--- src/rtl/iq_upmixer.sv ---
// -----------------------------------------------------------------------------
// iq_upmixer
//   Transmit-side fs/4 quadrature up-mixer. Signed baseband I/Q samples are
//   queued in a small FIFO. One sample is taken every SAMPLE_PERIOD clocks and
//   mixed onto a quarter-rate carrier whose cos/sin take the values
//   +LO_AMP, 0 and -LO_AMP. The result is one real IF sample per slot.
//
//   Ports
//     i_clk        clock
//     i_rst_n      asynchronous active-low reset
//     i_en         mixer enable; low = idle, flush FIFO, clear phase and o_if
//     i_i, i_q     signed in-phase / quadrature sample (IQ_W bits)
//     i_valid      sample valid; accepted when o_ready is high and i_en is high
//     o_ready      FIFO not full (registered)
//     o_if         signed mixed IF sample (IQ_W+4 bits), held between pulses
//     o_if_valid   one-cycle pulse per new o_if
//     o_underflow  one-cycle pulse: the sample slot found the FIFO empty
//     o_phase      carrier phase index used for the last emitted sample
// -----------------------------------------------------------------------------
module iq_upmixer #(
  parameter int IQ_W          = 8,
  parameter int LO_AMP        = 7,
  parameter int SAMPLE_PERIOD = 5,
  parameter int FIFO_DEPTH    = 4
) (
  input  logic                   i_clk,
  input  logic                   i_rst_n,
  input  logic                   i_en,
  input  logic signed [IQ_W-1:0] i_i,
  input  logic signed [IQ_W-1:0] i_q,
  input  logic                   i_valid,
  output logic                   o_ready,
  output logic signed [IQ_W+3:0] o_if,
  output logic                   o_if_valid,
  output logic                   o_underflow,
  output logic [1:0]             o_phase
);

  localparam int OUT_W = IQ_W + 4;
  localparam int PTR_W = $clog2(FIFO_DEPTH);
  localparam int CNT_W = $clog2(SAMPLE_PERIOD);

  localparam logic [1:0] S_IDLE = 2'd0;
  localparam logic [1:0] S_WAIT = 2'd1;
  localparam logic [1:0] S_EMIT = 2'd2;

  localparam logic signed [OUT_W-1:0] C_AMP     = OUT_W'(LO_AMP);
  localparam logic [CNT_W-1:0]        C_CNT_END = CNT_W'(SAMPLE_PERIOD - 2);
  localparam logic [PTR_W:0]          C_FULL    = (PTR_W + 1)'(FIFO_DEPTH);

  // Control and output registers
  logic [1:0]             r_state;
  logic [CNT_W-1:0]       r_cnt;
  logic [1:0]             r_phase;
  logic signed [OUT_W-1:0] r_if;
  logic                   r_if_valid;
  logic                   r_underflow;
  logic [1:0]             r_out_phase;
  logic                   r_ready;

  // FIFO storage and bookkeeping
  logic signed [IQ_W-1:0] r_mem_i [FIFO_DEPTH];
  logic signed [IQ_W-1:0] r_mem_q [FIFO_DEPTH];
  logic [PTR_W-1:0]       r_wr_ptr;
  logic [PTR_W-1:0]       r_rd_ptr;
  logic [PTR_W:0]         r_count;

  // Combinational helpers
  logic                    w_push;
  logic                    w_pop;
  logic                    w_have;
  logic                    w_emit;
  logic signed [IQ_W-1:0]  w_head_i;
  logic signed [IQ_W-1:0]  w_head_q;
  logic signed [OUT_W-1:0] w_i_ext;
  logic signed [OUT_W-1:0] w_q_ext;
  logic signed [OUT_W-1:0] w_src;
  logic signed [OUT_W-1:0] w_y;
  logic [PTR_W:0]          w_count_nxt;
  logic                    w_ready_nxt;

  assign o_ready     = r_ready;
  assign o_if        = r_if;
  assign o_if_valid  = r_if_valid;
  assign o_underflow = r_underflow;
  assign o_phase     = r_out_phase;

  // FIFO handshake: pushes are gated by the registered ready, pops by the emit slot
  always_comb begin
    w_have = (r_count != {(PTR_W + 1){1'b0}});
    w_emit = (r_state == S_EMIT) && i_en;
    w_push = i_valid && r_ready && i_en;
    w_pop  = w_emit && w_have;
    case ({w_push, w_pop})
      2'b10:   w_count_nxt = r_count + (PTR_W + 1)'(1);
      2'b01:   w_count_nxt = r_count - (PTR_W + 1)'(1);
      default: w_count_nxt = r_count;
    endcase
    w_ready_nxt = (w_count_nxt != C_FULL);
  end

  // Mixer: cos/sin are 0 or +/-A, so each phase reduces to a signed scale of I or Q
  always_comb begin
    w_head_i = r_mem_i[r_rd_ptr];
    w_head_q = r_mem_q[r_rd_ptr];
    w_i_ext  = {{4{w_head_i[IQ_W-1]}}, w_head_i};
    w_q_ext  = {{4{w_head_q[IQ_W-1]}}, w_head_q};
    case (r_phase)
      2'd0:    w_src = -w_q_ext;
      2'd1:    w_src = w_i_ext;
      2'd2:    w_src = w_q_ext;
      2'd3:    w_src = -w_i_ext;
      default: w_src = {OUT_W{1'b0}};
    endcase
    if (w_have) begin
      w_y = w_src * C_AMP;
    end else begin
      // underflow slot mixes a zero sample
      w_y = {OUT_W{1'b0}};
    end
  end

  // FIFO data storage; contents need no reset since the count gates every read
  always_ff @(posedge i_clk) begin
    if (w_push) begin
      r_mem_i[r_wr_ptr] <= i_i;
      r_mem_q[r_wr_ptr] <= i_q;
    end
  end

  // Slot timing FSM, carrier phase, output registers and FIFO pointers
  always_ff @(posedge i_clk or negedge i_rst_n) begin
    if (!i_rst_n) begin
      r_state     <= S_IDLE;
      r_cnt       <= {CNT_W{1'b0}};
      r_phase     <= 2'd0;
      r_if        <= {OUT_W{1'b0}};
      r_if_valid  <= 1'b0;
      r_underflow <= 1'b0;
      r_out_phase <= 2'd0;
      r_ready     <= 1'b1;
      r_wr_ptr    <= {PTR_W{1'b0}};
      r_rd_ptr    <= {PTR_W{1'b0}};
      r_count     <= {(PTR_W + 1){1'b0}};
    end else if (!i_en) begin
      // disable flushes everything and restarts the carrier at phase 0
      r_state     <= S_IDLE;
      r_cnt       <= {CNT_W{1'b0}};
      r_phase     <= 2'd0;
      r_if        <= {OUT_W{1'b0}};
      r_if_valid  <= 1'b0;
      r_underflow <= 1'b0;
      r_out_phase <= 2'd0;
      r_ready     <= 1'b1;
      r_wr_ptr    <= {PTR_W{1'b0}};
      r_rd_ptr    <= {PTR_W{1'b0}};
      r_count     <= {(PTR_W + 1){1'b0}};
    end else begin
      r_if_valid  <= 1'b0;
      r_underflow <= 1'b0;
      case (r_state)
        S_IDLE: begin
          r_state <= S_WAIT;
          r_cnt   <= {CNT_W{1'b0}};
        end
        S_WAIT: begin
          if (r_cnt == C_CNT_END) begin
            r_state <= S_EMIT;
            r_cnt   <= {CNT_W{1'b0}};
          end else begin
            r_cnt <= r_cnt + CNT_W'(1);
          end
        end
        S_EMIT: begin
          r_state     <= S_WAIT;
          r_cnt       <= {CNT_W{1'b0}};
          r_if        <= w_y;
          r_out_phase <= r_phase;
          r_if_valid  <= 1'b1;
          r_underflow <= !w_have;
          // the carrier keeps running even when the slot underflows
          r_phase     <= r_phase + 2'd1;
        end
        default: begin
          r_state <= S_IDLE;
          r_cnt   <= {CNT_W{1'b0}};
        end
      endcase
      if (w_push) begin
        r_wr_ptr <= r_wr_ptr + PTR_W'(1);
      end
      if (w_pop) begin
        r_rd_ptr <= r_rd_ptr + PTR_W'(1);
      end
      r_count <= w_count_nxt;
      r_ready <= w_ready_nxt;
    end
  end

endmodule

--- config.mk ---
export PLATFORM = sky130hd
export DESIGN_NAME = iq_upmixer
export DESIGN_NICKNAME = d
export VERILOG_FILES = /design/src/rtl/iq_upmixer.sv
export SDC_FILE = /design/constraint.sdc
export NUM_CORES = 1
export LEC_CHECK = 0
export ABC_AREA = 0
export CAP_MARGIN = 10
export CORE_MARGIN = 4
export CORE_UTILIZATION = 59
export DETAILED_ROUTE_END_ITERATION = 7
export GPL_ROUTABILITY_DRIVEN = 0
export PLACE_DENSITY = 0.9
export SYNTH_ARGS = -nofsm -noshare
export SYNTH_HDL_FRONTEND = slang
export SYNTH_SLANG_ARGS = --single-unit
--- constraint.sdc ---
create_clock -name i_clk -period 5.75 [get_ports i_clk]
set_clock_uncertainty 0.2 [all_clocks]
set_input_delay 0.575 -clock i_clk [delete_from_list [all_inputs] [get_ports i_clk]]
set_output_delay 0.575 -clock i_clk [all_outputs]
set_load 0.02 [all_outputs]
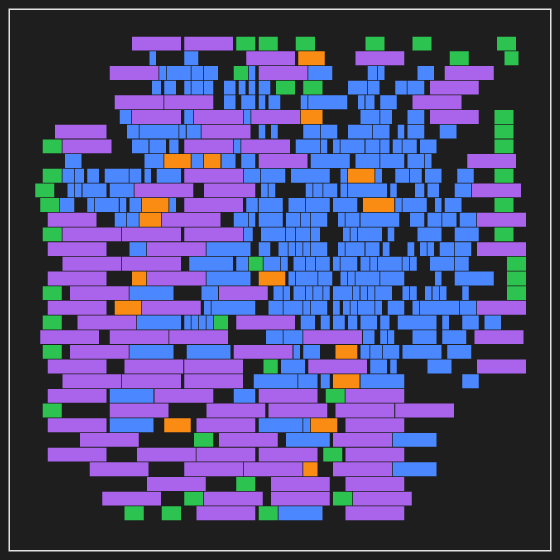
Figure 1: cell classes on the final placement.
colour	class	cells	share of their area
purple	registers	95	49%
blue	remaining logic cells	273	41%
green	remaining buffers and delay cells	41	7.2%
orange	clock drivers and dummy loads	16	3.6%
site row count: 33
sequential share of cell area: 0.476
final instance area: 5670 µm²
CORE AREA: 8220 µm²

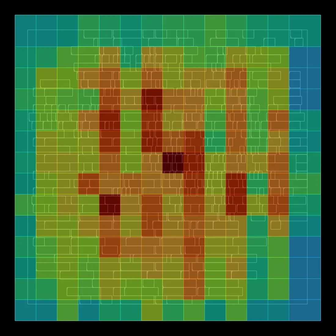
Figure 2: routing congestion.
Avg WL per Cell: 17.1 µm
final core occ: 0.690
GRT busiest layer: met2
GRT Resource Usage Total: 0.197

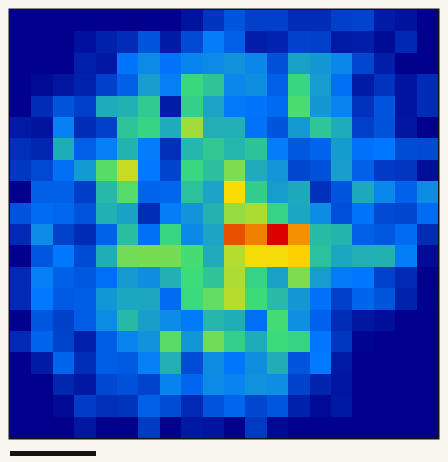
Figure 3: signal metal coverage by tile.
The bar under the picture is 20 µm long. 20 x 20 tiles, from dark blue (low) to red (high), scaled to the fullest tile. Values are wire area over tile area, all layers added.
tiles over half the peak	7.0%
densest ninth of the die	middle
fullest tile	0.65
Total Routed Length: 9070 µm
Vias: 3145

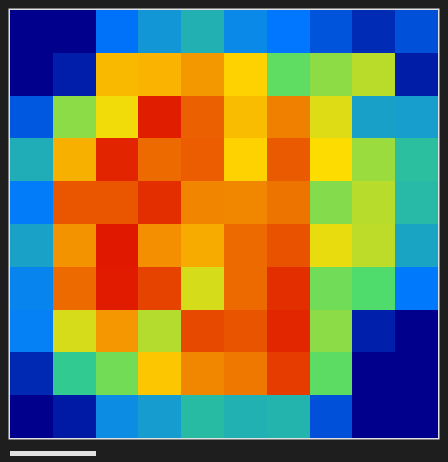
Figure 4: placement density heat map.
The bar under the picture is 20 µm long. 10 x 10 tiles, from dark blue (low) to red (high), 0 to 100% covered.
mean over tiles	55%
tiles over 75% full	39%
nearly empty tiles	9.0%
densest ninth of the die	middle
fullest tile	97%
emptiest ninth of the die	bottom right
effective utilization at floorplan: 0.609

==> ci_impl_report.md <==
### Metrics collected by this job

| Metric | Value |
|---|---|
| Outcome | `finished, final reports clean` |
| Met2 usage | `0.352` |
| Post-synth regs | `95` |
| Worst-path clk slew | `100 ps` |
| Placement Setup Slack | `269 ps` |
| Pin count of the biggest net entering global routing | `32` |
| TritonCTS Buffers | `9` |
| Clock buffer depth | `2` |
| PortBufs | `36` |
| Yosys warns | `0` |
| Combinational power | `around 250 µW` |
| Detailed-route DRC error count | `0` |
| Latency at later pin | `370 ps` |
| Crit-path slowest cell | `mux4_2` |
| Adder Share, Synth | `0.118` |
| Number of global-route vias before repair | `3252` |
| R2r startpoint | `r_rd_ptr[0]$_DFFE_PN0P_` |
| Worst slew pin tran | `861 ps` |
| Worst Path Arrival | `5430 ps` |
| Mux share | `0.0806` |
| Setup crit start kind | `flop` |
| Met3 wire length | `between 400 and 500 µm` |
| Synth Area per Inst | `about 13 µm²` |
| Final Worst Setup Slack | `390 ps` |
| Ys async rst share | `0.326` |
| Top-count cell post-synth | `edfxtp_1` |
| WP data required | `5820 ps` |
| Cell taking the most area after synthesis | `edfxtp_1` |
| ClkCell Share | `0.0348` |
| WHS | `249 ps` |
| Final setup fails | `0` |
| Number of clock sinks | `~95` |
| CTS tree | `yes` |
| Yosys cell count | `about 380` |
| Non-Filler Instances | `530` |
| # placed instances | `514` |
| Worst Path Buf+Inv | `2` |
| Part of the power in registers | `0.527` |
| Global-route wire length before repair | `15300 µm` |
| Internal | `just over 1 mW` |
| Reg2reg setup slack | `390 ps` |
| Die Area | `10000 µm²` |
| Ant diodes | `0` |
No activity file was given, so power comes from the tool's default toggle rates.
